<file path="src/rtl/gate_scan_ctrl.sv">
// gate_scan_ctrl: exhaustive truth-table scan of an 8-function gate-select mux.
// Walks all 32 {select, sw1, sw0} combinations. For each one it drives the
// operands, waits SETTLE cycles, then samples mux_out and compares it with the
// golden table. It reports the captured table, a mismatch count and a pass flag.
//
//   state    | meaning
//   ---------+---------------------------------------------------------
//   S_IDLE   | waiting for start; drives and last results held
//   S_DRIVE  | register select/sw1/sw0 from idx
//   S_SETTLE | hold drives for SETTLE cycles (down-counter to zero)
//   S_SAMPLE | capture mux_out into result[idx], count mismatches
//   S_DONE   | one-cycle done pulse, pass reflects the whole scan
module gate_scan_ctrl #(
  parameter int unsigned SETTLE = 2
) (
  input  logic        clk,
  input  logic        rst,
  input  logic        start,
  input  logic        abort,
  input  logic        mux_out,
  output logic        sw0,
  output logic        sw1,
  output logic [2:0]  select,
  output logic        busy,
  output logic        done,
  output logic        pass,
  output logic [31:0] result,
  output logic [5:0]  err_count
);

  typedef enum logic [2:0] {
    S_IDLE,
    S_DRIVE,
    S_SETTLE,
    S_SAMPLE,
    S_DONE
  } state_t;

  // Nibble per select value: NOT sw0, BUF sw0, XNOR, XOR, OR, NOR, AND, NAND.
  localparam logic [31:0] GOLDEN = 32'h781E69A5;

  // The settle counter counts SETTLE-1 down to 0, giving SETTLE cycles in
  // S_SETTLE. With SETTLE=0 the state is skipped and the load value is unused.
  localparam logic [3:0] SETTLE_LOAD = (SETTLE == 0) ? 4'd0 : 4'(SETTLE - 1);

  state_t      state_q, state_d;
  logic [4:0]  idx_q, idx_d;
  logic [3:0]  cnt_q, cnt_d;
  logic        sw0_q, sw0_d;
  logic        sw1_q, sw1_d;
  logic [2:0]  select_q, select_d;
  logic        busy_q, busy_d;
  logic        done_q, done_d;
  logic        pass_q, pass_d;
  logic [31:0] result_q, result_d;
  logic [5:0]  err_q, err_d;

  // Next-state and next-output computation for the scan sequencer.
  always_comb begin
    state_d  = state_q;
    idx_d    = idx_q;
    cnt_d    = cnt_q;
    sw0_d    = sw0_q;
    sw1_d    = sw1_q;
    select_d = select_q;
    done_d   = 1'b0;
    pass_d   = pass_q;
    result_d = result_q;
    err_d    = err_q;

    case (state_q)
      S_IDLE: begin
        if (start) begin
          result_d = '0;
          err_d    = '0;
          pass_d   = 1'b0;
          idx_d    = '0;
          state_d  = S_DRIVE;
        end
      end

      S_DRIVE: begin
        select_d = idx_q[4:2];
        sw1_d    = idx_q[1];
        sw0_d    = idx_q[0];
        if (SETTLE == 0) begin
          state_d = S_SAMPLE;
        end else begin
          cnt_d   = SETTLE_LOAD;
          state_d = S_SETTLE;
        end
      end

      S_SETTLE: begin
        if (cnt_q == 4'd0) begin
          state_d = S_SAMPLE;
        end else begin
          cnt_d = cnt_q - 4'd1;
        end
      end

      S_SAMPLE: begin
        result_d[idx_q] = mux_out;
        if (mux_out != GOLDEN[idx_q]) begin
          err_d = err_q + 6'd1;
        end
        if (idx_q == 5'd31) begin
          // pass must include the mismatch from this final sample.
          state_d = S_DONE;
          done_d  = 1'b1;
          pass_d  = (err_d == 6'd0);
        end else begin
          idx_d   = idx_q + 5'd1;
          state_d = S_DRIVE;
        end
      end

      S_DONE: begin
        state_d = S_IDLE;
      end

      default: begin
        state_d = S_IDLE;
      end
    endcase

    // Abort leaves result/err_count as partial values but never reports a pass.
    if (abort && (state_q != S_IDLE)) begin
      state_d = S_IDLE;
      done_d  = 1'b0;
      pass_d  = 1'b0;
    end

    busy_d = (state_d != S_IDLE);
  end

  // State and registered outputs, synchronous active-high reset.
  always_ff @(posedge clk) begin
    if (rst) begin
      state_q  <= S_IDLE;
      idx_q    <= '0;
      cnt_q    <= '0;
      sw0_q    <= 1'b0;
      sw1_q    <= 1'b0;
      select_q <= '0;
      busy_q   <= 1'b0;
      done_q   <= 1'b0;
      pass_q   <= 1'b0;
      result_q <= '0;
      err_q    <= '0;
    end else begin
      state_q  <= state_d;
      idx_q    <= idx_d;
      cnt_q    <= cnt_d;
      sw0_q    <= sw0_d;
      sw1_q    <= sw1_d;
      select_q <= select_d;
      busy_q   <= busy_d;
      done_q   <= done_d;
      pass_q   <= pass_d;
      result_q <= result_d;
      err_q    <= err_d;
    end
  end

  assign sw0       = sw0_q;
  assign sw1       = sw1_q;
  assign select    = select_q;
  assign busy      = busy_q;
  assign done      = done_q;
  assign pass      = pass_q;
  assign result    = result_q;
  assign err_count = err_q;

endmodule

</file>
<file path="config.mk">
export PLATFORM = sky130hd
export DESIGN_NAME = gate_scan_ctrl
export DESIGN_NICKNAME = d
export VERILOG_FILES = /design/src/rtl/gate_scan_ctrl.sv
export SDC_FILE = /design/constraint.sdc
export NUM_CORES = 1
export LEC_CHECK = 0
export CAP_MARGIN = 20
export CORE_MARGIN = 1.5
export CORE_UTILIZATION = 40
export DETAILED_ROUTE_END_ITERATION = 6
export GPL_ROUTABILITY_DRIVEN = 0
export PLACE_DENSITY_LB_ADDON = 0.12
export SYNTH_ARGS = -nofsm -noshare
export SYNTH_HDL_FRONTEND = slang
export SYNTH_SLANG_ARGS = --single-unit
</file>
<file path="constraint.sdc">
create_clock -name clk -period 3.32 [get_ports clk]
set_input_delay 0.83 -clock clk [delete_from_list [all_inputs] [get_ports clk]]
set_output_delay 0.83 -clock clk [all_outputs]
set_load 0.01 [all_outputs]
</file>
Fig. 1: drive-strength map
The bar under the picture is 20 um long.
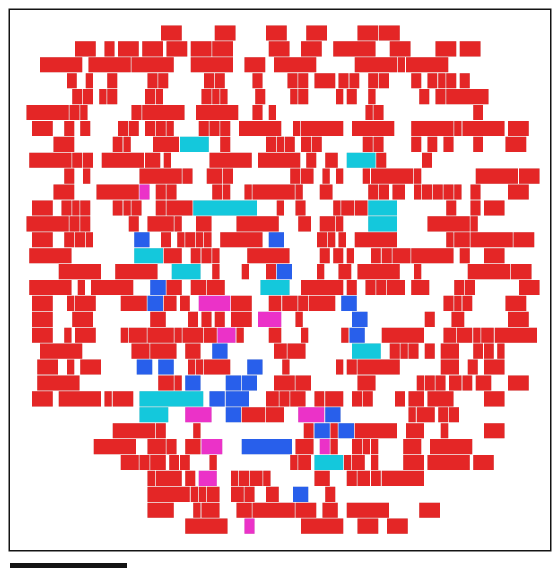
red -> drive 1 or less  # cells 422, share 90%
cyan -> drive 6 and up  # cells 12, share 2.6%
blue -> drive 3 to 4  # cells 23, share 4.9%
magenta -> drive 2  # cells 10, share 2.1%

Fig. 2: clock network drawn from the DEF
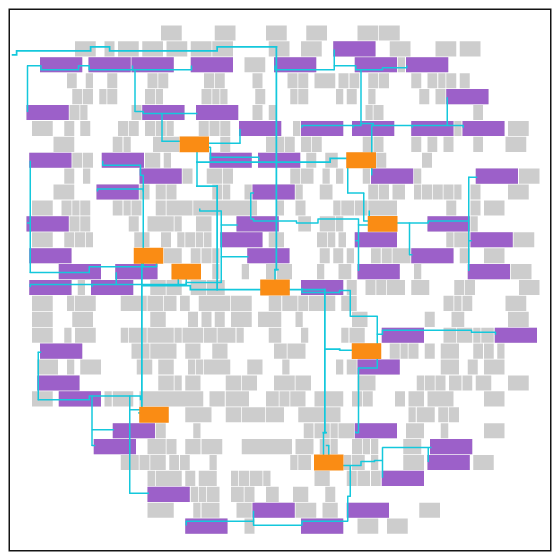
cyan -> clock wires  # length 853 um
orange -> cells driving clock nets  # count 9
purple -> flip-flops  # count 59
flops lie = widely spread
routed clock nets = 10
Final Skew: 0.00576 ns
clk latency late pin: 0.34 ns
clock-net power: 0.727 mW
clock network power share: 46.1%

Fig. 3: placed cells, one color a class
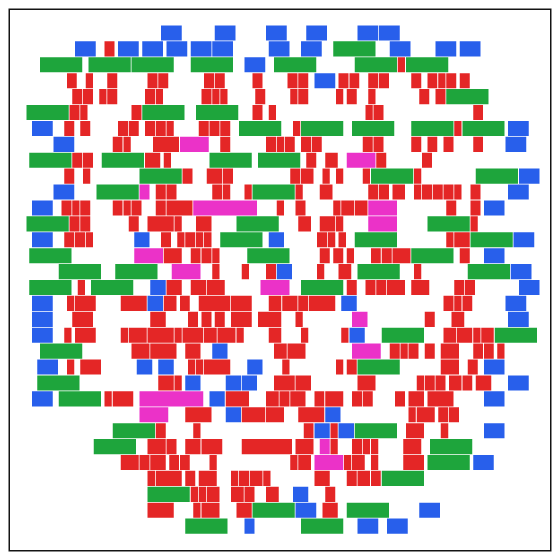
green -> flip-flops  # cells 59, share of their area 30%
blue -> other buffers and delay cells  # cells 70, share of their area 16%
red -> all other logic  # cells 323, share of their area 48%
magenta -> clock drivers and dummy loads  # cells 15, share of their area 5.5%
Seq/total area: 29.2%
post-route cell area: 4040 sq um
CORE AREA: 7730 sq um

Fig. 4: register map, names as in the netlist
The bar under the picture is 20 um long. Other sequential cells in the stronger gray, the rest of the logic in the fainter gray.
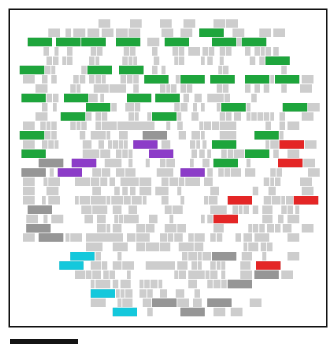
cyan -> cnt_q  # flops 4, where lower left
purple -> idx_q  # flops 5
green -> result  # flops 32
red -> err_count  # flops 6
register area: 1180 sq um
Final Util: 52.3%
seq pwr: 0.725 mW

Fig. 5: clock routing
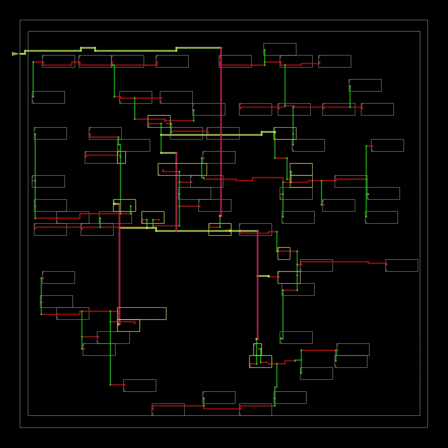
Num CTS Buffers: 9
flop count: 59

==> reports/results.tsv <==
stage	metric	value	unit
outcome	status	finished, final reports clean	
synth	Avg Cell Area, Syn	7.65	sq um
setup_path	Worst EP required	3.54	ns
timing	Max Freq	0.323	GHz
synth	Post-Syn Nets	433	
timing	unrepaired setup endpoints after global routing	no	
power	leakage power	1.47	nW
timing	Finish-stage setup viols	0	
routing	Residual DRC	0	
cts	H-tree depth	3	
cts	CTS sink cnt	59	
layout	Antenna diodes	0	
flow_run	max_cap viols	0	
floorplan	io pins	51	
global_route	GRT Resource Usage Total	21.2	%
floorplan	FP Util	41.3	%
setup_path	CP bufs+invs	2	
routing	vias post-DR	3149	
layout	Filler cells	763	
cts	CTS Hold Bufs	0	
synth	Async SR Flop Fraction	0	%
synth	ys cells	417	
global_route	first-pass GRT wire length	14.4	mm
synth	Unique cell types	56	
global_route	vias in the first global route	2898	
layout	layout cells sized above 1	9.64	%
floorplan	# rows	32	
setup_path	kind of cell adding the most delay to the critical path	simple AND/OR/NAND/NOR gates	
routing	drt pass-1 iters	4	
floorplan	Chip Area	8520	sq um
timing	Slew HR	48.8	%
synth	aoi share	25.8	%
timing	setup tns final	0	ns
setup_path	startpoint types	flop	
routing	initial DRC count	159	
synth	dominant kind of combinational cell	AND-OR/OR-AND gates	
placed_design	I/O Buffers	50	
layout	MI comb area	1830	sq um
layout	most frequent cells in the layout	a21oi_1 (76), dfxtp_1 (59), clkdlybuf4s50_1 (49), o21ai_0 (46), nand2_1 (44)	
cts	Root Buffer	clkbuf_8	
synth	Cells after Synth	417	
layout	Top cell excl fill/tap	a21oi_1	
timing	max-slew violation count	0	
setup_path	crit path max fanout	4	
==> cells in the mapped netlist, types with 2 or more instances <==
cell type / count / area, sq um
a21oi_1: 77 / 385
nand4b_1: 2 / 17.5
nand3_1: 7 / 35.0
nand4_1: 3 / 18.8
nand3b_1: 2 / 15.0
nor4_1: 4 / 25.0
mux2i_1: 6 / 60.1
a211oi_1: 2 / 15.0
and3b_1: 2 / 17.5
a22oi_1: 3 / 22.5
ha_1: 11 / 138
nor2b_1: 2 / 12.5
dfxtp_1: 59 / 1180
nand2_1: 44 / 165
nor3b_1: 6 / 45.0
buf_2: 9 / 45.0
clkbuf_2: 2 / 10.0
clkbuf_1: 22 / 82.6
o31ai_1: 4 / 30.0
and3_1: 6 / 37.5
nand2b_1: 3 / 18.8
nor4b_1: 2 / 17.5
or3_1: 4 / 25.0
xor2_1: 4 / 35.0
nor2_1: 31 / 116
nor3_1: 10 / 50.1
o21bai_1: 3 / 22.5
xnor2_1: 3 / 26.3
o21ai_0: 46 / 230
inv_1: 12 / 45.0
==> power groups by stage <==
stage | Sequential, mW | Clock [mW] | Combinational, mW
2_1_floorplan | 0.738 | 0 | 0.0892
3_3_place_gp | 0.741 | 0 | 0.123
3_5_place_dp | 0.741 | 0 | 0.124
4_1_cts | 0.725 | 0.738 | 0.125
5_1_grt | 0.726 | 0.774 | 0.140
6_report | 0.725 | 0.727 | 0.126
==> final timing paths <==
path              startpoint    endpoint  slack (ns)  cells after the start
hold reg to reg   result[26]  result[26]        0.47                      2
setup reg to reg    idx_q[1]        flop        0.22                     14
hold / removal    result[26]  result[26]        0.47                      2
setup / recovery    idx_q[1]        flop        0.22                     14
==> stage by stage <==
step / power [mW] / util [%] / setup WS, ns / instances
6_report: 1.58 / 52.3 / 0.221 / 569
3_3_place_gp: 0.864 / 49.4 / 0.0483 / 554
5_1_grt: 1.64 / 52.3 / 0.00777 / 569
3_5_place_dp: 0.865 / 49.4 / -0.00306 / 554
2_1_floorplan: 0.827 / - / 0.0225 / 417
4_1_cts: 1.59 / 52.2 / 0.163 / 569
==> worst register-to-register path, stage by stage (launching register included) <==
cell	delay, ns
dfxtp_1	0.34
ha_1	0.19
nand3_1	0.13
inv_1	0.11
ha_1	0.18
and4bb_2	0.30
nor2_4	0.14
nor2_1	0.07
a211oi_2	0.23
inv_1	0.07
ha_1	0.28
or3_1	0.38
a21oi_2	0.16
a2111oi_2	0.06
o32a_1	0.34
==> what timing repair did <==
action                                 CTS  global route
endpoints found under the hold margin    0             0
setup endpoints to repair                0             1
resized                                  0             2
==> routing by layer <==
metal  GRT usage, %  part of all wire (%)
met5              0                     0
met1           30.7                    48
met2           31.0                    45
met3           4.35                   6.1
met4           7.44                   1.3
==> sequential cells by signal, indices dropped and copies added, names as in the netlist, 3 cells and up, named ones only <==
signal,cells
result,32
err_count,6
idx_q,5
cnt_q,4
select,3
state_q,3
==> area by class of cell <==
class                           count  area share, %
Clock buffer                       10           3.40
Clock inverter                      5           1.92
Inverter                           13           1.21
Multi-Input combinational cell    310           45.1
Sequential cell                    59           29.2
Tap cell                          102           3.16
Timing Repair Buffer               70           16.0
No activity file was given, so power comes from the tool's default toggle rates.
